Figure 1. M4 wires (run 1).
The bar under the picture is 20 µm long. Supply wires on this layer in grey.
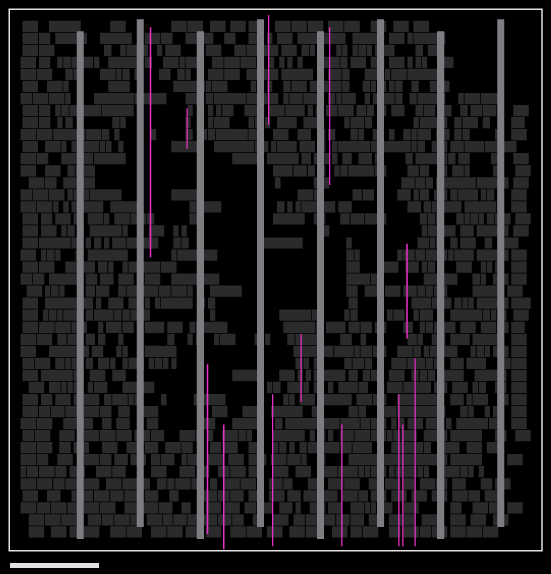
Figure 2. Local utilization (run 1).
12 x 12 tiles, from white (low) to dark blue (high), 0 to 100% covered.
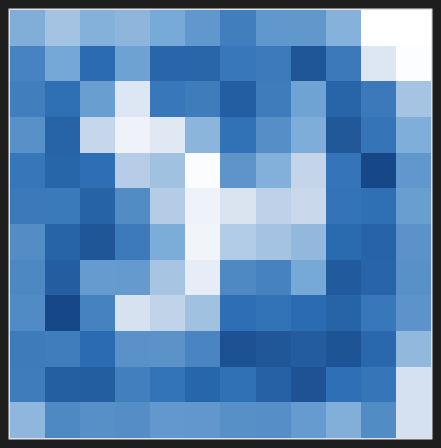
Figure 3. Congestion heat map (run 1).
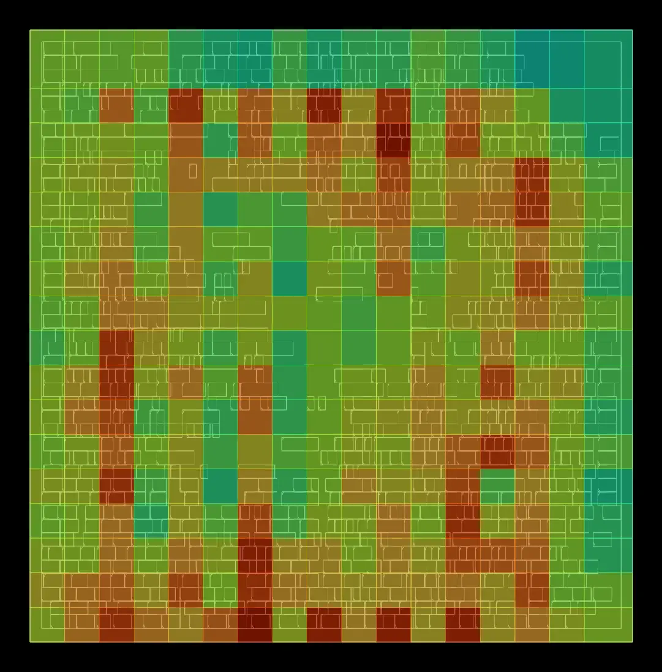
Design decode_branch_unit, sky130hd; sources not shown.
==> flow_summary.toml, run 1 <==
# flow metrics
[worst_setup_path]
worst-path-buf-inv = 2
crit_path_max_incr_delay_ns = 0.52
critPathLaunchType = "register"
path_depth = 11
path_delay_family = "AND-OR/OR-AND gates"
r2r_slack_ns = 1.80
crit_fanout = 4
critical_path.cell_chain = "ha_1 > inv_1 > fa_1 > nand2b_1 > a211oi_1 > nor2_1 > o41ai_2 > a21oi_1 > o21ai_0 > xor2_1 > clkdlybuf4s15_1"
cp.required_ns = 3.84
crit_slowest_cell = "clkdlybuf4s15_1"
end_kind = "primary output"

[clock_tree]
cts-root-buf = "clkbuf_16"
cts_setup_buffers = 0
cts_hold_buf = 0
clk_pin_slew_ns = 0.06
clk_latency_ns = 0.34
numClockSinks = 71
htree_levels = 3
cts_made_buffers = 9

[finish]
num_antenna_cells = 0
drive_above_1_share = 0.100
logic_area_um2 = 2990
syn2layout_area_growth_pct = 70.5
seqCellArea_um2 = 1420
fillCellCount = 1159

[grt]
grt_overflow = 0
grt_start_max_net_pins = 21
grt_antenna_before_repair = 0
grt_pass1_wl_um = 29100
grt_pass1_vias = 5577

[sta]
maxSlewViolCount = 0
layout_min_cycle_time_ns = 4.67
rsz0062_at_grt = "false"
setup_slack_ns = 0.127
skew_ns = 0.00980
setup_viol = 0
slew_headroom = 0.571
tns_ns = 0

[detailed_routing]
first_pass_iters = 5
wl_per_cell_um = 16.2
viasPerCell = 4.90
drt_iter0_markers = 369
final_antenna_net_count = 0
drc = 0

[logic_synthesis]
synth_cell_types = 53
avgSynthCellArea_um2 = 7.53
synthArstFlopShare = 0
most_common_cell = "nand2_1"
synth_top_area_share = 0.279
synthTopCellsByArea = "dfxtp_1, nand2_1, buf_4"
ys_cells = 676
flop_cell = "dfxtp_1"
synth_cells = 676
numSynthFlops = 71
netlist_top_cells_count = "nand2_1, a21oi_1, dfxtp_1"
ys_chip_area_um2 = 5090
yosysTopAreaCell = "dfxtp_1"
synth_warnings = 0
edf_count = 0
synth_area_um2 = 5090

[floorplan]
die_h_um = 122
chip_area_um2 = 14600
fp.dieW_um = 120
io_pins = 307
rows = 43

[run]
drv_cap = 0
warning_count = 26

[power_and_ir_drop]
total_power_mw = 2.37
p_sw_uw = 879
switching_share = 0.371
peakVddDrop_uv = 210
p_seq_frac = 0.278
p_int_mw = 1.49
p_clk_frac = 0.312
pwr-share-comb = 0.410

[placement]
place.gp.congestion = 0.880
hpwl_um = 15500
pre_cts_slack_ns = 0.0769
port-buffer-count = 303

[hold_path]
whs_path_depth = 1
hp-class = "register to register"

[status]
outcome = "complete, no violations"
Back to the opening pictures, Figure 1:
wire length on this layer	387 µm
share of all routed wire	2.0%
Routed WL: 19000 µm
total number of vias: 5762

Back to the opening pictures, Figure 2:
fullest tile	90%
tiles over 75% full	22%
emptiest ninth of the die	centre
Finished Core Util: 0.643
core footprint: 13500 µm²
Core Util at FP: 0.377

Back to the opening pictures, Figure 3:
GRT Util Overall: 0.257
GRT met2 Usage: 0.430

## run 1: layout make-up
type,count,share of cell area
clock inverters,4,0.00893
multi-input cells,494,0.344
well taps,180,0.0259
plain buffers,95,0.0717
clock buffers,12,0.0295
flip-flops and latches,71,0.164
repair buffers,303,0.349
inverters,17,0.00735
## run 1: routing by layer
layer | part of all wire | GRT usage | up-vias
met3 | 0.087 | 0.100 | 27
met5 | 0 | 0 | -
met2 | 0.47 | 0.430 | 225
li1 | - | - | 2883
met1 | 0.42 | 0.305 | 2627
met4 | 0.020 | 0.0743 | 0
## run 1: power by group through the flow
stage          Clock, mW  Sequential [mW]  Combinational, mW
2_1_floorplan          0            0.770              0.503
3_3_place_gp           0            0.670              0.967
3_5_place_dp           0            0.671              0.975
4_1_cts            0.757            0.659              0.972
5_1_grt            0.788            0.664               1.02
6_report           0.738            0.659              0.971
## run 1: layout by cell type, fill, tap and decap left out, types with 5 or more instances in the layout
| cell type | netlist | final |
|---|---|---|
| a211oi_1 | 8 | 8 |
| a21o_1 | 9 | 9 |
| a21oi_1 | 94 | 94 |
| and2_1 | 6 | 6 |
| buf_2 | 6 | 6 |
| buf_4 | 69 | 69 |
| clkbuf_1 | 20 | 21 |
| clkbuf_16 | 0 | 9 |
| clkdlybuf4s50_1 | 0 | 294 |
| dfxtp_1 | 71 | 70 |
| ha_1 | 31 | 31 |
| inv_1 | 16 | 16 |
| mux2i_1 | 5 | 5 |
| nand2_1 | 147 | 147 |
| nand2b_1 | 6 | 6 |
| nand3_1 | 9 | 9 |
| nand4_1 | 7 | 7 |
| nor2_1 | 27 | 27 |
| nor3_1 | 14 | 14 |
| nor4_1 | 6 | 6 |
| o21ai_0 | 17 | 17 |
| xnor2_1 | 27 | 27 |
| xor2_1 | 30 | 30 |
## run 1: metrics by stage
step           hold WS [ns]  utilization  cell area (µm²)  std cells
2_1_floorplan         0.682            -             5100        677
3_3_place_gp          0.443        0.619             8350       1160
3_5_place_dp          0.442        0.619             8350       1160
4_1_cts               0.451        0.643             8680       1176
5_1_grt               0.496        0.643             8680       1176
6_report              0.448        0.643             8680       1176
## run 1: cell families after synthesis
family          Yosys count  synth area share
simple gates            238             0.204
compound gates          159             0.189
buf+inv                 112             0.135
flops                    71             0.279
xor+xnor                 57            0.0980
fa+ha+maj                33            0.0840
mux                       5           0.00983
other cells               1          0.000736
## run 1: timing repair
| item | in CTS | in global routing |
|---|---|---|
| gates resized | 8 | 7 |
| setup endpoints to repair | 9 | 5 |
| cloned | 0 | 0 |
==> run 2, diff against run 1 <==
--- a/config.mk
+++ b/config.mk
@@ -6,7 +6,7 @@
 export NUM_CORES = 1
 export LEC_CHECK = 0
 export CORE_AREA = 2 2 118 120
-export CTS_CLUSTER_SIZE = 30
+export CTS_CLUSTER_SIZE = 24
 export DETAILED_ROUTE_END_ITERATION = 6
 export DIE_AREA = 0 0 120 122
 export GPL_TIMING_DRIVEN = 0
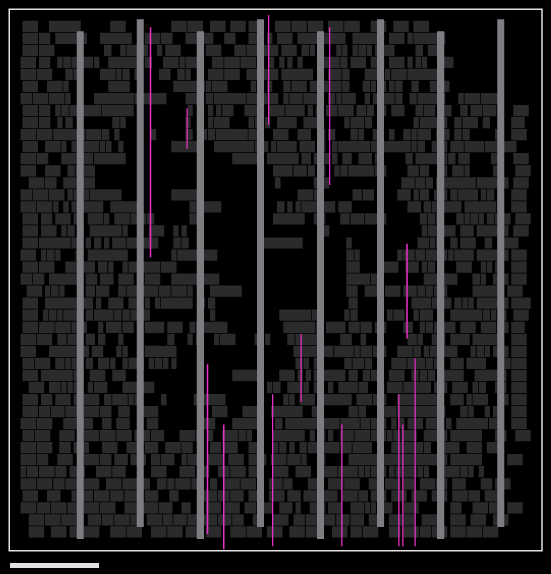
Figure 4: run 2, M4 wires.
The bar under the picture is 20 µm long. Supply wires on this layer in grey.
share of all routed wire	2.0%
wire length on this layer	387 µm

==> run 2 against run 1 <==
Global-route usage unchanged. Sequential share of layout area unchanged. Clock power about the same. Maximum frequency unchanged. Area after synthesis unchanged. Combinational power about the same. Utilization unchanged. Clock skew unchanged. Routed wire length unchanged. Die size unchanged. Design area unchanged. Non-clock buffer count unchanged. Largest power group unchanged.
==> flow_summary.toml, run 2 <==
# flow metrics
[floorplan]
rows = 43
io_pins = 307
fp_util = 0.377
fp.dieW_um = 120
coreArea_um2 = 13500
die_h_um = 122
chip_area_um2 = 14600

[worst_setup_path]
r2r_slack_ns = 1.80
critical_path_class = "register to primary output"
end_kind = "primary output"
critPathLaunchType = "register"
crit_fanout = 4
reg2reg_depth = 13
cp.required_ns = 3.84
crit_arrival_ns = 3.71

[logic_synthesis]
most_common_cell = "nand2_1"
numSynthFlops = 71
synth_area_um2 = 5090
flop_cell = "dfxtp_1"
edf_count = 0
ys_chip_area_um2 = 5090
synthTopCellsByArea = "dfxtp_1, nand2_1, buf_4"
synth_cells = 676
yosysTopAreaCell = "dfxtp_1"
netlist_top_cells_count = "nand2_1, a21oi_1, dfxtp_1"
synth_cell_types = 53
ys_cells = 676
synth_warnings = 0
synth_seq_share = 0.279
synth_top_area_share = 0.279
avgSynthCellArea_um2 = 7.53
synthArstFlopShare = 0

[sta]
skew_ns = 0.00980
slew_headroom = 0.571
setup_viol = 0
tightestPinTransition_ns = 0.642
maxSlewViolCount = 0
tns_ns = 0
post-route-period-util = 0.973
whs_ns = 0.448
fmax_ghz = 0.214
rsz0062_at_grt = "false"
layout_min_cycle_time_ns = 4.67

[clock_tree]
cts-root-buf = "clkbuf_16"
htree_levels = 3
clk_pin_slew_ns = 0.06
numClockSinks = 71
cts_made_buffers = 9
clk_latency_ns = 0.34
cts_hold_buf = 0

[status]
outcome = "complete, no violations"

[placement]
hpwl_um = 15500
port-buffer-count = 303
placed_area_um2 = 8350
place.gp.congestion = 0.880

[grt]
grt_overflow = 0
grt_antenna_before_repair = 0
grt_pass1_vias = 5577
grt_pass1_wl_um = 29100
grt_start_max_net_pins = 21
track_usage = 0.257

[power_and_ir_drop]
power_density_nw_per_um2 = 273
peakVddDrop_uv = 210
total_power_mw = 2.37

[finish]
final_cell_mix = "clkdlybuf4s50_1, nand2_1, a21oi_1"
syn2layout_area_growth_pct = 70.5
fillCellCount = 1159
layout_top_cell = "clkdlybuf4s50_1"
num_antenna_cells = 0
drive_above_1_share = 0.100
finish.instance_area_um2 = 8680
final_util = 0.643
nets = 1155

[detailed_routing]
final_antenna_net_count = 0
viasPerCell = 4.90
drt_iter0_markers = 369
drc = 0
wl_per_cell_um = 16.2
routed_wirelength_um = 19000
num_vias = 5762
first_pass_iters = 5

[run]
drv_cap = 0
warning_count = 26

[hold_path]
whs_path_depth = 1
hp-class = "register to register"
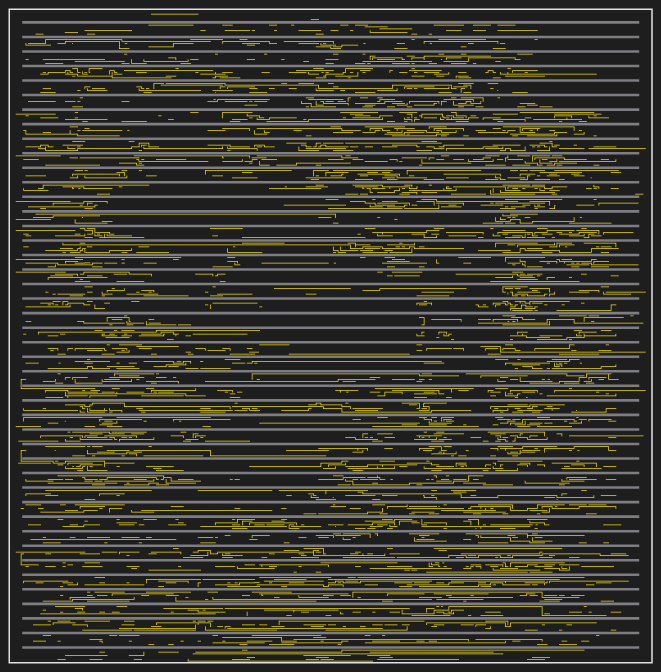
Figure 5: run 2, met1 routing.
Supply wires on this layer in grey.
main direction	horizontal
longest straight run	58.0 µm
nets with wire on the layer	1006
wire length on this layer	7990 µm
GR Layer Usage met1: 0.305

run 2: area by class of cell:
| type | count | area (µm²) | area share |
|---|---|---|---|
| timing repair buffer | 303 | 3030 | 0.349 |
| multi-input combinational | 494 | 2990 | 0.344 |
| sequential | 71 | 1420 | 0.164 |
| buffer | 95 | 623 | 0.0717 |
| clock buffer | 12 | 256 | 0.0295 |
| tap | 180 | 225 | 0.0259 |
| clock inverter | 4 | 77.6 | 0.00893 |
| inverter | 17 | 63.8 | 0.00735 |
run 2: stage by stage:
stage	setup WS (ns)	std cells
2_1_floorplan	0.191	677
3_3_place_gp	0.0889	1160
3_5_place_dp	0.0769	1160
4_1_cts	0.0883	1176
5_1_grt	0.0000289	1176
6_report	0.127	1176
run 2: what timing repair did:
item / 4_1_cts / 5_1_grt
endpoints found under the setup margin: 9 / 5
gates resized: 8 / 7
buffers inserted: 0 / 0
pin swaps: 0 / 0
run 2: power breakdown:
part,internal (mW),total (mW),switching (mW)
Sequential,0.622,0.659,0.0372
Combinational,0.383,0.971,0.589
Clock,0.485,0.738,0.253
Total,1.49,2.37,0.879
run 2: cell families (layout without fill, tap and decap cells):
family                     Yosys count  in the layout  synth area share
AOI/OAI and AO/OA                  159            159             0.189
xor gates and xnor gates            57             57            0.0980
adders and majority gates           33             33            0.0840
buffers and inverters              112            431             0.135
DFF                                 71             71             0.279
muxes                                5              5           0.00983
other                                1              2          0.000736
and+or+nand+nor                    238            238             0.204
run 2: critical path: stages (launching register included):
cell and delay (ns):
dfxtp_1 0.41, ha_1 0.20, inv_1 0.05, fa_1 0.39, nand2b_1 0.20, a211oi_1 0.35, nor2_1 0.14, o41ai_2 0.49
a21oi_1 0.21, o21ai_0 0.26, xor2_1 0.16, clkdlybuf4s15_1 0.52
run 2: routing by layer:
metal  global-route usage  vias to the layer above  wire (µm)
li1                     -                     2883          -
met1                0.305                     2627       7990
met2                0.430                      225       8980
met3                0.100                       27       1660
met4               0.0743                        0        386
met5                    0                        -          0
Power is estimated from default activity; no workload was simulated.
